==> config.mk <==
export PLATFORM = sky130hd
export DESIGN_NAME = fifo_wr_arbiter_flat
export DESIGN_NICKNAME = d
export VERILOG_FILES = /design/src/rtl/fifo_wr_arbiter_if.sv /design/src/rtl/fifo_wr_arbiter.sv /design/src/flat_wrapper.sv
export SDC_FILE = /design/constraint.sdc
export NUM_CORES = 1
export LEC_CHECK = 0
export CORE_UTILIZATION = 30
export DETAILED_ROUTE_END_ITERATION = 8
export PLACE_DENSITY_LB_ADDON = 0.2
export REMOVE_ABC_BUFFERS = 1
export SLEW_MARGIN = 25
export SYNTH_ARGS = -nofsm -noshare
export SYNTH_HDL_FRONTEND = slang
export SYNTH_SLANG_ARGS = --single-unit
==> constraint.sdc <==
create_clock -name clk -period 2.8 [get_ports clk]
set_input_delay 0.28 -clock clk [delete_from_list [all_inputs] [get_ports clk]]
set_output_delay 0.28 -clock clk [all_outputs]
set_load 0.01 [all_outputs]
==> src/rtl/fifo_wr_arbiter_if.sv <==
// Bundle of signals between three write requesters, the arbiter and one FIFO
// write port. The arbiter uses the slave view; the requester/FIFO side uses
// the master view.
interface fifo_wr_arbiter_if #(
    parameter int DW = 8
);
    logic [2:0]    req;
    logic [DW-1:0] wdata0;
    logic [DW-1:0] wdata1;
    logic [DW-1:0] wdata2;
    logic          housefull;
    logic [2:0]    ack;
    logic [2:0]    gnt;
    logic          fifo_wr;
    logic [DW-1:0] fifo_din;
    logic          busy;

    modport slave (
        input  req, wdata0, wdata1, wdata2, housefull,
        output ack, gnt, fifo_wr, fifo_din, busy
    );

    modport master (
        output req, wdata0, wdata1, wdata2, housefull,
        input  ack, gnt, fifo_wr, fifo_din, busy
    );
endinterface

==> src/rtl/fifo_wr_arbiter.sv <==
// Round-robin arbiter that lets one of three requesters write bursts of up to
// BURST words into a shared FIFO. A grant is taken in IDLE, held through
// BURST, and always followed by one IDLE arbitration cycle.
module fifo_wr_arbiter #(
    parameter int BURST = 4,
    parameter int DW    = 8
) (
    input  logic              clk,
    input  logic              rst,
    fifo_wr_arbiter_if.slave  bus
);
    typedef enum logic {IDLE, BURST_ST} state_t;

    localparam logic [3:0] CNT_LAST = 4'(BURST - 1);

    state_t     state_reg, state_next;
    logic [2:0] gnt_reg, gnt_next;
    logic [1:0] owner_reg, owner_next;
    logic [1:0] last_reg, last_next;
    logic [3:0] cnt_reg, cnt_next;

    logic [1:0]    pick;
    logic          found;
    logic          owner_req;
    logic [DW-1:0] owner_data;
    logic          wr;
    logic [2:0]    ack;
    logic [DW-1:0] din;

    // Round-robin search starting just after the last owner.
    always_comb begin
        int idx;
        pick  = 2'd0;
        found = 1'b0;
        idx   = 0;
        for (int k = 1; k <= 3; k++) begin
            idx = (int'(last_reg) + k) % 3;
            if (!found && bus.req[idx]) begin
                found = 1'b1;
                pick  = 2'(idx);
            end
        end
    end

    // Request and data of the current owner.
    always_comb begin
        owner_req  = bus.req[owner_reg];
        owner_data = '0;
        case (owner_reg)
            2'd0:    owner_data = bus.wdata0;
            2'd1:    owner_data = bus.wdata1;
            2'd2:    owner_data = bus.wdata2;
            default: owner_data = '0;
        endcase
    end

    // Next-state logic and FIFO-side outputs.
    always_comb begin
        state_next = state_reg;
        gnt_next   = gnt_reg;
        owner_next = owner_reg;
        last_next  = last_reg;
        cnt_next   = cnt_reg;
        wr         = 1'b0;
        ack        = 3'b000;
        din        = '0;
        case (state_reg)
            IDLE: begin
                gnt_next = 3'b000;
                if (found) begin
                    state_next = BURST_ST;
                    owner_next = pick;
                    gnt_next   = 3'(3'b001 << pick);
                    cnt_next   = 4'd0;
                end
            end
            BURST_ST: begin
                // rst gating keeps the strobe low during an aborting reset.
                wr             = owner_req & ~bus.housefull & ~rst;
                din            = owner_data;
                ack[owner_reg] = wr;
                if (!owner_req || (wr && cnt_reg == CNT_LAST)) begin
                    // A requester drop wins over burst completion: no write happens.
                    state_next = IDLE;
                    last_next  = owner_reg;
                    gnt_next   = 3'b000;
                end else if (wr) begin
                    cnt_next = cnt_reg + 4'd1;
                end
            end
            default: begin
                state_next = IDLE;
                gnt_next   = 3'b000;
            end
        endcase
    end

    // State and arbitration registers; last=2 after reset so requester 0 wins first.
    always_ff @(posedge clk or posedge rst) begin
        if (rst) begin
            state_reg <= IDLE;
            gnt_reg   <= 3'b000;
            owner_reg <= 2'd0;
            last_reg  <= 2'd2;
            cnt_reg   <= 4'd0;
        end else begin
            state_reg <= state_next;
            gnt_reg   <= gnt_next;
            owner_reg <= owner_next;
            last_reg  <= last_next;
            cnt_reg   <= cnt_next;
        end
    end

    assign bus.fifo_wr  = wr;
    assign bus.ack      = ack;
    assign bus.fifo_din = din;
    assign bus.gnt      = gnt_reg;
    assign bus.busy     = (state_reg == BURST_ST);
endmodule
==> src/flat_wrapper.sv <==
// flat-port wrapper written by rule: the top's interface ports become plain ports
module fifo_wr_arbiter_flat 
#(
    parameter int BURST = 4,
    parameter int DW    = 8
)
  (clk, rst, bus_req, bus_wdata0, bus_wdata1, bus_wdata2, bus_housefull, bus_ack, bus_gnt, bus_fifo_wr, bus_fifo_din, bus_busy);
  fifo_wr_arbiter_if #(.DW(DW)) bus_i ();
  input  logic clk;
  input  logic rst;
  input wire logic [$bits(bus_i.req)-1:0] bus_req;
  input wire logic [$bits(bus_i.wdata0)-1:0] bus_wdata0;
  input wire logic [$bits(bus_i.wdata1)-1:0] bus_wdata1;
  input wire logic [$bits(bus_i.wdata2)-1:0] bus_wdata2;
  input wire logic [$bits(bus_i.housefull)-1:0] bus_housefull;
  output wire logic [$bits(bus_i.ack)-1:0] bus_ack;
  output wire logic [$bits(bus_i.gnt)-1:0] bus_gnt;
  output wire logic [$bits(bus_i.fifo_wr)-1:0] bus_fifo_wr;
  output wire logic [$bits(bus_i.fifo_din)-1:0] bus_fifo_din;
  output wire logic [$bits(bus_i.busy)-1:0] bus_busy;
  assign bus_i.req = bus_req;
  assign bus_i.wdata0 = bus_wdata0;
  assign bus_i.wdata1 = bus_wdata1;
  assign bus_i.wdata2 = bus_wdata2;
  assign bus_i.housefull = bus_housefull;
  assign bus_ack = bus_i.ack;
  assign bus_gnt = bus_i.gnt;
  assign bus_fifo_wr = bus_i.fifo_wr;
  assign bus_fifo_din = bus_i.fifo_din;
  assign bus_busy = bus_i.busy;
  fifo_wr_arbiter #(.BURST(BURST), .DW(DW)) u_core (.clk(clk), .rst(rst), .bus(bus_i));
endmodule
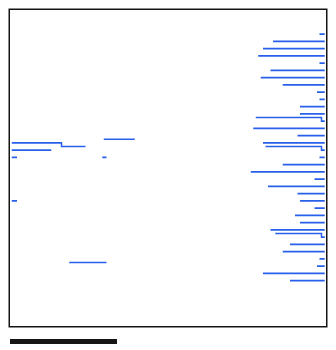
*Signal wires on met3, run 1*
Scale bar: 20 µm.
- longest straight run: 13.5 µm
- main direction: horizontal
- nets with wire on the layer: 40
- wire length on this layer: 269 µm
- share of all routed wire: 9.9%
GR met3 Demand/Resource: 4.80%
Post-Route WL: 2710 µm
via count: 1007

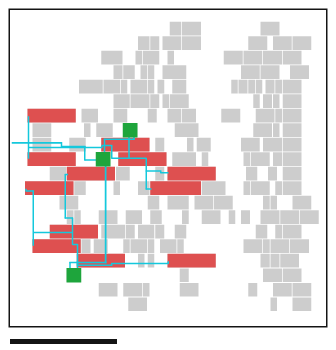
*Clock wires, drivers and flops, run 1*
Scale bar: 20 µm.
- clock wires: cyan (length 169 µm)
- flip-flops: red (count 12)
- clock drivers: green (count 3)
- routed clock nets: 4
clock skew: 0.00600 ns
clk_lat worst skew: 0.28 ns
power share of the clock group: 9.2%

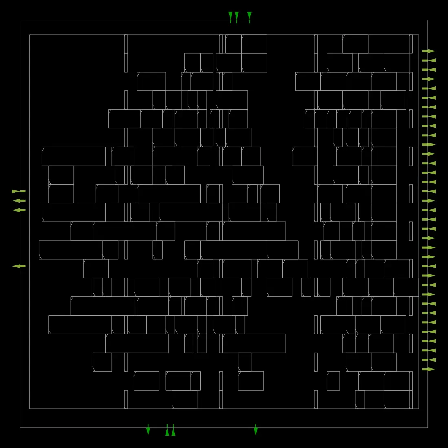
*Cell outlines without signal wires, run 1*
tap cell count: 44
core area: 3080 µm²
Fill cells: 307

==> changes_impl.md, run 1 <==
### Physical design

- Worst hold-check path type: input port to asynchronous set/reset pin
- Worst path top cell family by delay: flip-flops
- Maximum clock path buffer count: 2
- H-tree depth: 1
- Inserted Diodes: 0
- Stage-log warning count: 27
- Worst setup SP type: flip-flop
- Total grt overflow: 0
- Seq power: 307 µW
- Cells along the critical path: nor2b_1, a21oi_1, nor2_1, clkdlybuf4s50_1
- Syn Inst Count: 120
- Total CTS buffers: 3
- Die area: 3510 µm²
- Cell Rows: 20
- Ys cells: 120
- Crit share post-route: 91.4%
- Hold Vio Cnt, Final: 0
- Static Leak: 0.000621 µW
- Register area: 302 µm²
- Worst EP arrival: 2.28 ns
- Clk slew on worst S/H paths: 0.08 ns
- Overall Global Routing Usage: 15.5%
- Slew HR: 63.3%
- Worst path required time: 2.52 ns
- Leading cell types by count after synthesis: 22 x nor2_1, 11 x dfrtp_1, 10 x a21oi_1, 10 x mux2i_1, 8 x inv_1
- Internal power: 694 µW
- Status: complete, no violations
- Cts hold-fix bufs: 0
- DP Area: 1470 µm²
- Netlist cell types: 40
- Layout cells sized above 1: 7.88%
- Reg2Reg Depth: 6
- Nets: 200
- First-pass GRT wire length: 4080 µm
- Unrepaired setup endpoints after global routing: no
- Clock-cell share: 1.76%
==> run 1: worst max path at each step <==
stage | from | to | slack, ns
6_report | u_core.owner_reg[1] | bus_fifo_din[1] | 0.24
3_3_place_gp | bus_req[1] | bus_ack[1] | 0.31
4_1_cts | u_core.owner_reg[1] | bus_ack[0] | 0.23
2_1_floorplan | u_core.last_reg[1] | u_core.bus.busy | 0.86
3_5_place_dp | bus_req[1] | bus_ack[0] | 0.28
5_1_grt | u_core.owner_reg[1] | bus_ack[0] | 0.04
==> run 1: metal layers <==
| metal | global-route usage (%) | routed length, µm | up-vias |
|---|---|---|---|
| met4 | 4.08 | 19 | 0 |
| met2 | 27.3 | 1200 | 43 |
| met5 | 0 | 0 | - |
| met3 | 4.80 | 269 | 2 |
| li1 | - | - | 511 |
| met1 | 18.2 | 1230 | 451 |
==> run 2, diff against run 1 <==
--- a/config.mk
+++ b/config.mk
@@ -7,6 +7,7 @@
 export LEC_CHECK = 0
 export CORE_UTILIZATION = 30
 export DETAILED_ROUTE_END_ITERATION = 8
+export HOLD_SLACK_MARGIN = 0.05
 export PLACE_DENSITY_LB_ADDON = 0.2
 export REMOVE_ABC_BUFFERS = 1
 export SLEW_MARGIN = 25
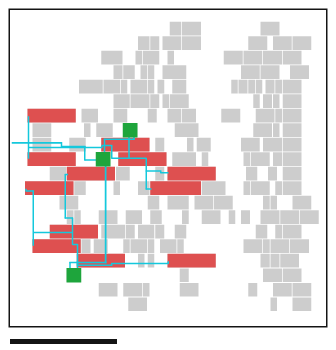
*Clock wires, drivers and flops, run 2*
Scale bar: 20 µm.
- clock wires: cyan (length 169 µm)
- clock drivers: green (count 3)
- flip-flops: red (count 12)
- routed clock nets: 4
Clock net power: 114 µW

==> run 2 against run 1 <==
Net effect:
- area after synthesis unchanged
- routed wire length unchanged
- via count unchanged
- clock-buffer cell count did not move
- fmax unchanged
- final area stayed put
- synthesized cell count unchanged
- die area did not move
- global-route usage stayed put
- clock power barely moved
- setup slack is the same
- register-to-register slack about the same
- largest cell class unchanged
- largest power group unchanged
==> changes_impl.md, run 2 <==
### Physical design

- Clk_lat worst skew: 0.28 ns (about the same)
- Setup violations, final: 0
- Static Leak: 0.000621 µW (unchanged)
- Worst path slowest cell: dfrtp_1
- Layout cells sized above 1: 7.88% (unchanged)
- Syn Inst Count: 120 (unchanged)
- MI comb cells: 95
- Clock-cell share: 1.76% (unchanged)
- Total CTS buffers: 3 (unchanged)
- Clock skew: 0.00600 ns (unchanged)
- DP Area: 1470 µm² (unchanged)
- Nets: 200 (unchanged)
- Status: complete, no violations
- Leading cell types by count after synthesis: 22 x nor2_1, 11 x dfrtp_1, 10 x a21oi_1, 10 x mux2i_1, 8 x inv_1
- GR peak layer: met2
- Top Layer Used: met4
- Tap cell count: 44 (unchanged)
- Stage-log warning count: 27 (unchanged)
- Internal power: 694 µW (unchanged)
- GP Congestion: 0.863
- Worst hold-check path type: input port to asynchronous set/reset pin
- Worst EP arrival: 2.28 ns (about the same)
- Worst path required time: 2.52 ns (about the same)
- Ys cells: 120 (unchanged)
- Register area: 302 µm² (unchanged)
- Met2 WL: 1200 µm (unchanged)
- Cell Rows: 20 (unchanged)
- Clk slew on worst S/H paths: 0.08 ns (about the same)
- Met1 Use GR: 18.2% (unchanged)
- Post-synthesis cell area: 983 µm²
- Core area: 3080 µm² (unchanged)
- DRT iter0 DRCs: 45
- Power share of the clock group: 9.2% (about the same)
- Via count: 1007 (unchanged)
- Reg2Reg Depth: 6 (unchanged)
- DR DRC count: 0
- GR met2 Demand/Resource: 27.3% (unchanged)
- Fill cells: 307 (unchanged)
- Slew HR: 63.3% (unchanged)
- Seq share, synth: 30.7%
- Crit. Startpoint: u_core.owner_reg[1]
- Metal1 wirelength: 1230 µm (unchanged)
- Cts hold-fix bufs: 0 (unchanged)
- Vias in the first global route: 944
- First-pass GRT wire length: 4080 µm (unchanged)
- Minimum clock period: 2.56 ns
- Commonest Layout Cell: clkdlybuf4s50_1
- Seq power: 307 µW (about the same)
- Max FO, Critical Path: 15
- Worst setup SP type: flip-flop
- Netlist cell types: 40 (unchanged)
- Met3 wire length: 269 µm (unchanged)
- GR met3 Demand/Resource: 4.80% (unchanged)
- H-tree depth: 1 (unchanged)
- Maximum clock path buffer count: 2 (unchanged)
- Cells along the critical path: nor2b_1, a21oi_1, nor2_1, clkdlybuf4s50_1
- Crit share post-route: 91.4% (unchanged)
- Post-Route WL: 2710 µm (unchanged)
- Die area: 3510 µm² (unchanged)
- Hold Vio Cnt, Final: 0 (unchanged)
- Unrepaired setup endpoints after global routing: no
- Crit path to: bus_fifo_din[1]
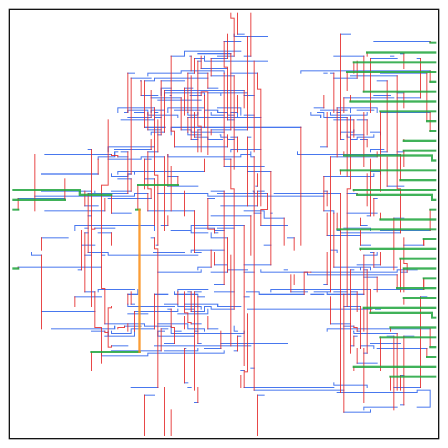
*Wiring by layer, run 2*
- metal 2: red (wire length 1200 µm)
- metal 4: orange (wire length 19.7 µm)
- metal 3: green (wire length 269 µm)
- metal 1: blue (wire length 1230 µm)
Overall Global Routing Usage: 15.5%
WL/cell: 13.0 µm

run 2: critical path, delay by kind of cell, from the launching register on:
kind	cells	cell delay, ns
AOI/OAI and AO/OA	1	0.14
and+or+nand+nor	2	0.65
buffers and inverters	1	0.55
DFF	1	0.66
run 2: logic make-up (layout without fill, tap and decap cells):
| family | count (synthesis) | in the layout | synth area share, % |
|---|---|---|---|
| AND-OR/OR-AND | 31 | 31 | 22.4 |
| XOR/XNOR | 2 | 2 | 1.78 |
| adder cells (fa/ha/maj) | 4 | 4 | 5.09 |
| buffers and inverters | 13 | 58 | 5.85 |
| flip-flops | 12 | 12 | 30.7 |
| multiplexers | 11 | 11 | 11.3 |
| AND/OR/NAND/NOR | 47 | 47 | 22.9 |
Power and IR drop assume default switching activity.
